File: src/rtl/arbiter_pkg.sv
// Shared types and constants for the unified-memory arbiter.
// Holds the FSM states, the requester owner codes and the fairness-counter width.
package arbiter_pkg;

    typedef enum logic [2:0] {
        IDLE,
        BUSY_IF,
        BUSY_D,
        RESP_IF,
        RESP_D
    } state_t;

    localparam logic OWNER_IF = 1'b0;
    localparam logic OWNER_D  = 1'b1;

    localparam int STREAK_W = 4;

endpackage

File: src/rtl/memory_arbiter.sv
// Shares one single-port memory between the fetch port and the load/store port.
// Data has priority; a saturating streak counter guarantees fetch a slot after MAX_DATA_STREAK data grants.
module memory_arbiter
    import arbiter_pkg::*;
#(
    parameter int ADDR_WIDTH      = 32,
    parameter int DATA_WIDTH      = 32,
    parameter int MAX_DATA_STREAK = 4
) (
    input  logic                    clk,
    input  logic                    reset,

    input  logic                    if_req,
    input  logic [ADDR_WIDTH-1:0]   if_addr,
    output logic                    if_ready,
    output logic [DATA_WIDTH-1:0]   if_rdata,

    input  logic                    d_req,
    input  logic                    d_we,
    input  logic [ADDR_WIDTH-1:0]   d_addr,
    input  logic [DATA_WIDTH-1:0]   d_wdata,
    input  logic [DATA_WIDTH/8-1:0] d_wstrb,
    output logic                    d_ready,
    output logic [DATA_WIDTH-1:0]   d_rdata,

    output logic                    mem_req,
    output logic                    mem_we,
    output logic [ADDR_WIDTH-1:0]   mem_addr,
    output logic [DATA_WIDTH-1:0]   mem_wdata,
    output logic [DATA_WIDTH/8-1:0] mem_wstrb,
    input  logic                    mem_ack,
    input  logic [DATA_WIDTH-1:0]   mem_rdata
);

    localparam logic [STREAK_W-1:0] STREAK_MAX = STREAK_W'(MAX_DATA_STREAK);

    state_t              state, next_state;
    logic [STREAK_W-1:0] streak, next_streak;
    logic                grant;
    logic                owner;

    // Fairness picker: data wins unless a waiting fetch has already watched STREAK_MAX data grants.
    always_comb begin
        grant = if_req || d_req;
        owner = (d_req && !(if_req && streak >= STREAK_MAX)) ? OWNER_D : OWNER_IF;
    end

    always_comb begin
        // NOTE: every output of this block gets a default first, so no path can infer a latch.
        next_state  = state;
        next_streak = streak;
        mem_req     = 1'b0;
        if_ready    = 1'b0;
        d_ready     = 1'b0;
        unique case (state)
            IDLE: begin
                if (grant) begin
                    if (owner == OWNER_D) begin
                        next_state = BUSY_D;
                        if (!if_req)
                            next_streak = '0;
                        else if (streak >= STREAK_MAX)
                            next_streak = STREAK_MAX;
                        else
                            next_streak = streak + STREAK_W'(1);
                    end else begin
                        next_state  = BUSY_IF;
                        next_streak = '0;
                    end
                end
            end
            BUSY_IF: begin
                mem_req = 1'b1;
                if (mem_ack) next_state = RESP_IF;
            end
            BUSY_D: begin
                mem_req = 1'b1;
                if (mem_ack) next_state = RESP_D;
            end
            // The response cycle is a deliberate bubble so a still-high req is not re-granted.
            RESP_IF: begin
                if_ready   = 1'b1;
                next_state = IDLE;
            end
            RESP_D: begin
                d_ready    = 1'b1;
                next_state = IDLE;
            end
            default: next_state = IDLE;
        endcase
    end

    // NOTE: sequential state uses non-blocking assignments so all registers update together at the edge.
    always_ff @(posedge clk or negedge reset) begin
        if (!reset) begin
            state  <= IDLE;
            streak <= '0;
        end else begin
            state  <= next_state;
            streak <= next_streak;
        end
    end

    always_ff @(posedge clk or negedge reset) begin
        if (!reset) begin
            mem_we    <= 1'b0;
            mem_addr  <= '0;
            mem_wdata <= '0;
            mem_wstrb <= '0;
            if_rdata  <= '0;
            d_rdata   <= '0;
        end else begin
            if (state == IDLE && grant) begin
                if (owner == OWNER_D) begin
                    mem_we    <= d_we;
                    mem_addr  <= d_addr;
                    mem_wdata <= d_wdata;
                    mem_wstrb <= d_wstrb;
                end else begin
                    mem_we    <= 1'b0;
                    mem_addr  <= if_addr;
                    mem_wdata <= '0;
                    mem_wstrb <= '0;
                end
            end
            if (state == BUSY_IF && mem_ack)
                if_rdata <= mem_rdata;
            if (state == BUSY_D && mem_ack && !mem_we)
                d_rdata <= mem_rdata;
        end
    end

endmodule

File: config.mk
export PLATFORM = sky130hd
export DESIGN_NAME = memory_arbiter
export DESIGN_NICKNAME = d
export VERILOG_FILES = /design/src/rtl/arbiter_pkg.sv /design/src/rtl/memory_arbiter.sv
export SDC_FILE = /design/constraint.sdc
export NUM_CORES = 1
export LEC_CHECK = 0
export ABC_CLOCK_PERIOD_IN_PS = 1390
export CAP_MARGIN = 20
export CORE_ASPECT_RATIO = 1.5
export CORE_MARGIN = 5
export CORE_UTILIZATION = 37
export CTS_CLUSTER_SIZE = 40
export DETAILED_ROUTE_END_ITERATION = 8
export HOLD_SLACK_MARGIN = 0.05
export PLACE_DENSITY = 0.76
export SLEW_MARGIN = 0
export SYNTH_ARGS = -nofsm -noshare
export SYNTH_HDL_FRONTEND = slang
export SYNTH_SLANG_ARGS = --single-unit
export TNS_END_PERCENT = 50
File: constraint.sdc
create_clock -name clk -period 1.39 [get_ports clk]
set_input_delay 0.278 -clock clk [delete_from_list [all_inputs] [get_ports clk]]
set_output_delay 0.278 -clock clk [all_outputs]
set_load 0.02 [all_outputs]
### Gate-type map

Scale bar: 20 um.
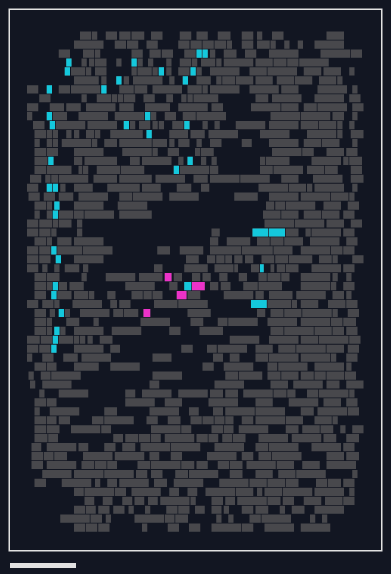
| color | family | cells |
|---|---|---|
| cyan | NAND gates | 37 |
| magenta | AND and OR gates | 4 |

### Placement view

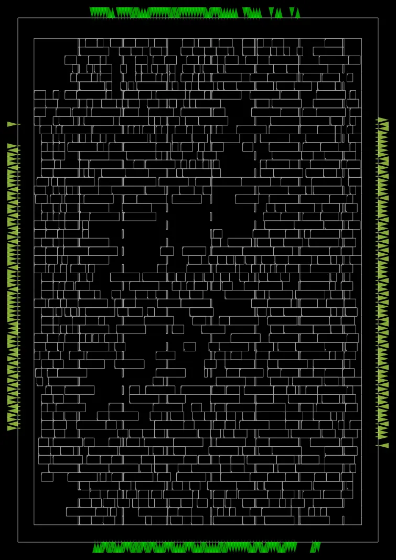
Layout Utilization: 65.15%
Rows: 56
Seq cells: 140
non-filler instance count after layout: 968
n_taps: 203

==> impl_metrics.csv <==
group,metric,value,unit
final_layout,comb_area,2464,um2
final_layout,seq_area_share,34.44,%
final_layout,drive_above_1_share,41.75,%
sta,hold_viol_final,0,
sta,layout_setup_ws,-0.2111,ns
power_and_ir_drop,leakage,4.409,nW
drt,drt_iter0_markers,217,
place,pre_cts_slack,-0.4940,ns
yosys,ys_types,32,
yosys,syn_inst,440,
drt,routed-wl-met2,10970,um
final_layout,clockBufferCount,17,
yosys,simple_gate_share,4.927,%
power_and_ir_drop,ir_drop,1068,uV
yosys,ys_chip_area,5866,um2
drt,postRouteAntennaNets,0,
critical_path,start_kind,"register",
global_route,grt_pass1_wl,29600,um
power_and_ir_drop,pwr-share-comb,53.2,%
yosys,top_area_share,59.73,%
critical_path,worstSetupEndpointType,"output port",
drt,wl_met3,1203,um
yosys,ys_sh_adder,0.2133,%
cts,cts_setup_buffers,14,
place,gp_congestion,0.8268,
sta,worstMarginPinSlew,0.3847,ns
final_layout,finish.instance_area,10180,um2
critical_path,crit_arrival,1.32,ns
hold_path,min_path_type,"in -> async",
yosys,yosys.area_share.xor_xnor,0,%
sta,finalWorstPathRequiredPeriod,1.601,ns
cts,root_buffer,"clkbuf_16",
place,io_buffers,273,
final_layout,fillerInstances,1196,
sta,skew,0.01360,ns
final_layout,mostFrequentLayoutCells,"138 x dfrtp_1, 136 x clkdlybuf4s50_1, 59 x clkbuf_2",
critical_path,critPathCapture,"d_ready",
sta,finalSetupViolCount,140,
critical_path,setup.worst_path.start,"state[1]",
critical_path,reg2reg_setup_slack,-0.19,ns
cts,ctsHoldBuffers,1,
final_layout,lay_top_count,"dfrtp_1",
global_route,grt_overflow_total,0,
sta,hold_ws,0.3418,ns
yosys,top_cells_by_count,"140 x dfrtp_1, 49 x mux2_1, 38 x a22o_1",
cts,htree_levels,4,
yosys,edf_count,0,
die,ios,274,
run_status,status,"finished with violations",
final_layout,area_growth,73.55,%
power_and_ir_drop,switching_share,38.78,%
yosys,ys.flop_type,"dfrtp_1",
global_route,grt_antenna_before_repair,3,
power_and_ir_drop,p_per_area,2446,nW/um2
flow_run,warnings,29,
power_and_ir_drop,p_seq_share,29.2,%
cts,cts.sinks,140,
yosys,ys_sh_aoi,18.92,%
global_route,grtUsageMet1,22.10,%
drt,drc,0,
drt,vias,5041,
cts,cts_tree,"done",
critical_path,cp_max_fo,5,
cts,cts_buffers,17,
global_route,grt_pass1_vias,5632,
final_layout,nNonClkInverters,1,
yosys,synthArstFlopShare,100.0,%
sta,drv_slew,0,
yosys,top_area_cell,"dfrtp_1",
yosys,yosys_cells,440,
cts,worstSkewPairLatency,0.41,ns
power_and_ir_drop,intPower,15.24,mW
yosys,synth_top_cell_by_count,"dfrtp_1",
yosys,topCellsByArea,"dfrtp_1 60%, mux2_1 9.4%, a31oi_2 6.4%, a22o_1 5.7%, mux2_2 2.9%",
final_layout,logic_gate_count,258,
sta,slew_headroom,73.69,%
place,placed_cell_area,9031,um2
place,dp_hpwl,13350,um
critical_path,required,1.11,ns
final_layout,signal_buffers,333,
final_layout,n_antenna_cell,1,
yosys,logic_family,"AND-OR/OR-AND gates",
yosys,synth.avg_cell_area,13.33,um2
run_status,violations,"setup timing",
final_layout,final_net_count,890,
sta,finalSetupTns,-21.43,ns
flow_run,drv_cap,0,
critical_path,r2r_cells,6,
drt,routed.top_layer,"met5",
critical_path,critPathKind,"reg -> out",
power_and_ir_drop,p_clk_share,17.5,%
drt,post_drt_wl_per_cell,20.94,um
final_layout,dominant_cells,"registers",
sta,period_used_share,115.2,%
global_route,busiest_layer,"met2",
yosys,synthesis.nets,579,
drt,wirelength_met1,7379,um
drt,vias_per_cell,5.208,
final_layout,regArea,3506,um2
drt,first_pass_iters,4,
yosys,ys_sh_mux,12.29,%
global_route,grt_max_degree,45,
die,die_h,164.2,um
power_and_ir_drop,power,24.90,mW
final_layout,comb_area_share,24.20,%
global_route,grt_usage,20.17,%
critical_path,r2r-end,"d_rdata[1]",
### Cell area per tile

The die is cut into 11 by 16 equal tiles; black is low, pale yellow is high, 0 to 100% covered.
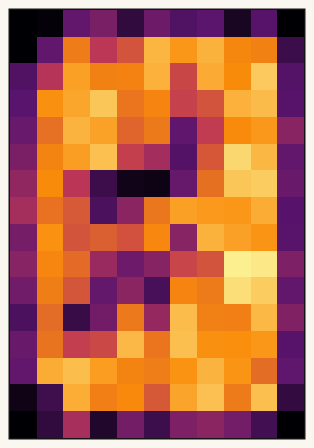
tiles over 75% full: 28%
nearly empty tiles: 3.4%
fullest tile: 96%
core area: 15630 um2
Starting Density: 37.54%

==> sequential cells by signal (all words and copies together), names as in the netlist <==
register,count
if_rdata,32
streak,4
mem_we,1
state,3
mem_wstrb,4
d_rdata,32
mem_wdata,32
mem_addr,32
==> worst max-delay path, cell delays in order (launching register included) <==
cell	delay, ns
dfrtp_2	0.45
buf_4	0.15
nor3b_2	0.16
buf_4	0.17
==> power by group through the flow <==
stage / clock network, mW / registers [mW] / logic, mW
floorplan: 0 / 9.32 / 3.79
global placement: 0 / 7.14 / 11.2
detailed placement: 0 / 7.22 / 11.5
CTS: 4.46 / 7.19 / 12.5
global route: 4.66 / 7.51 / 14.0
finish: 4.37 / 7.28 / 13.3
Power figures rest on the tool's default switching activity, not on a simulated workload.
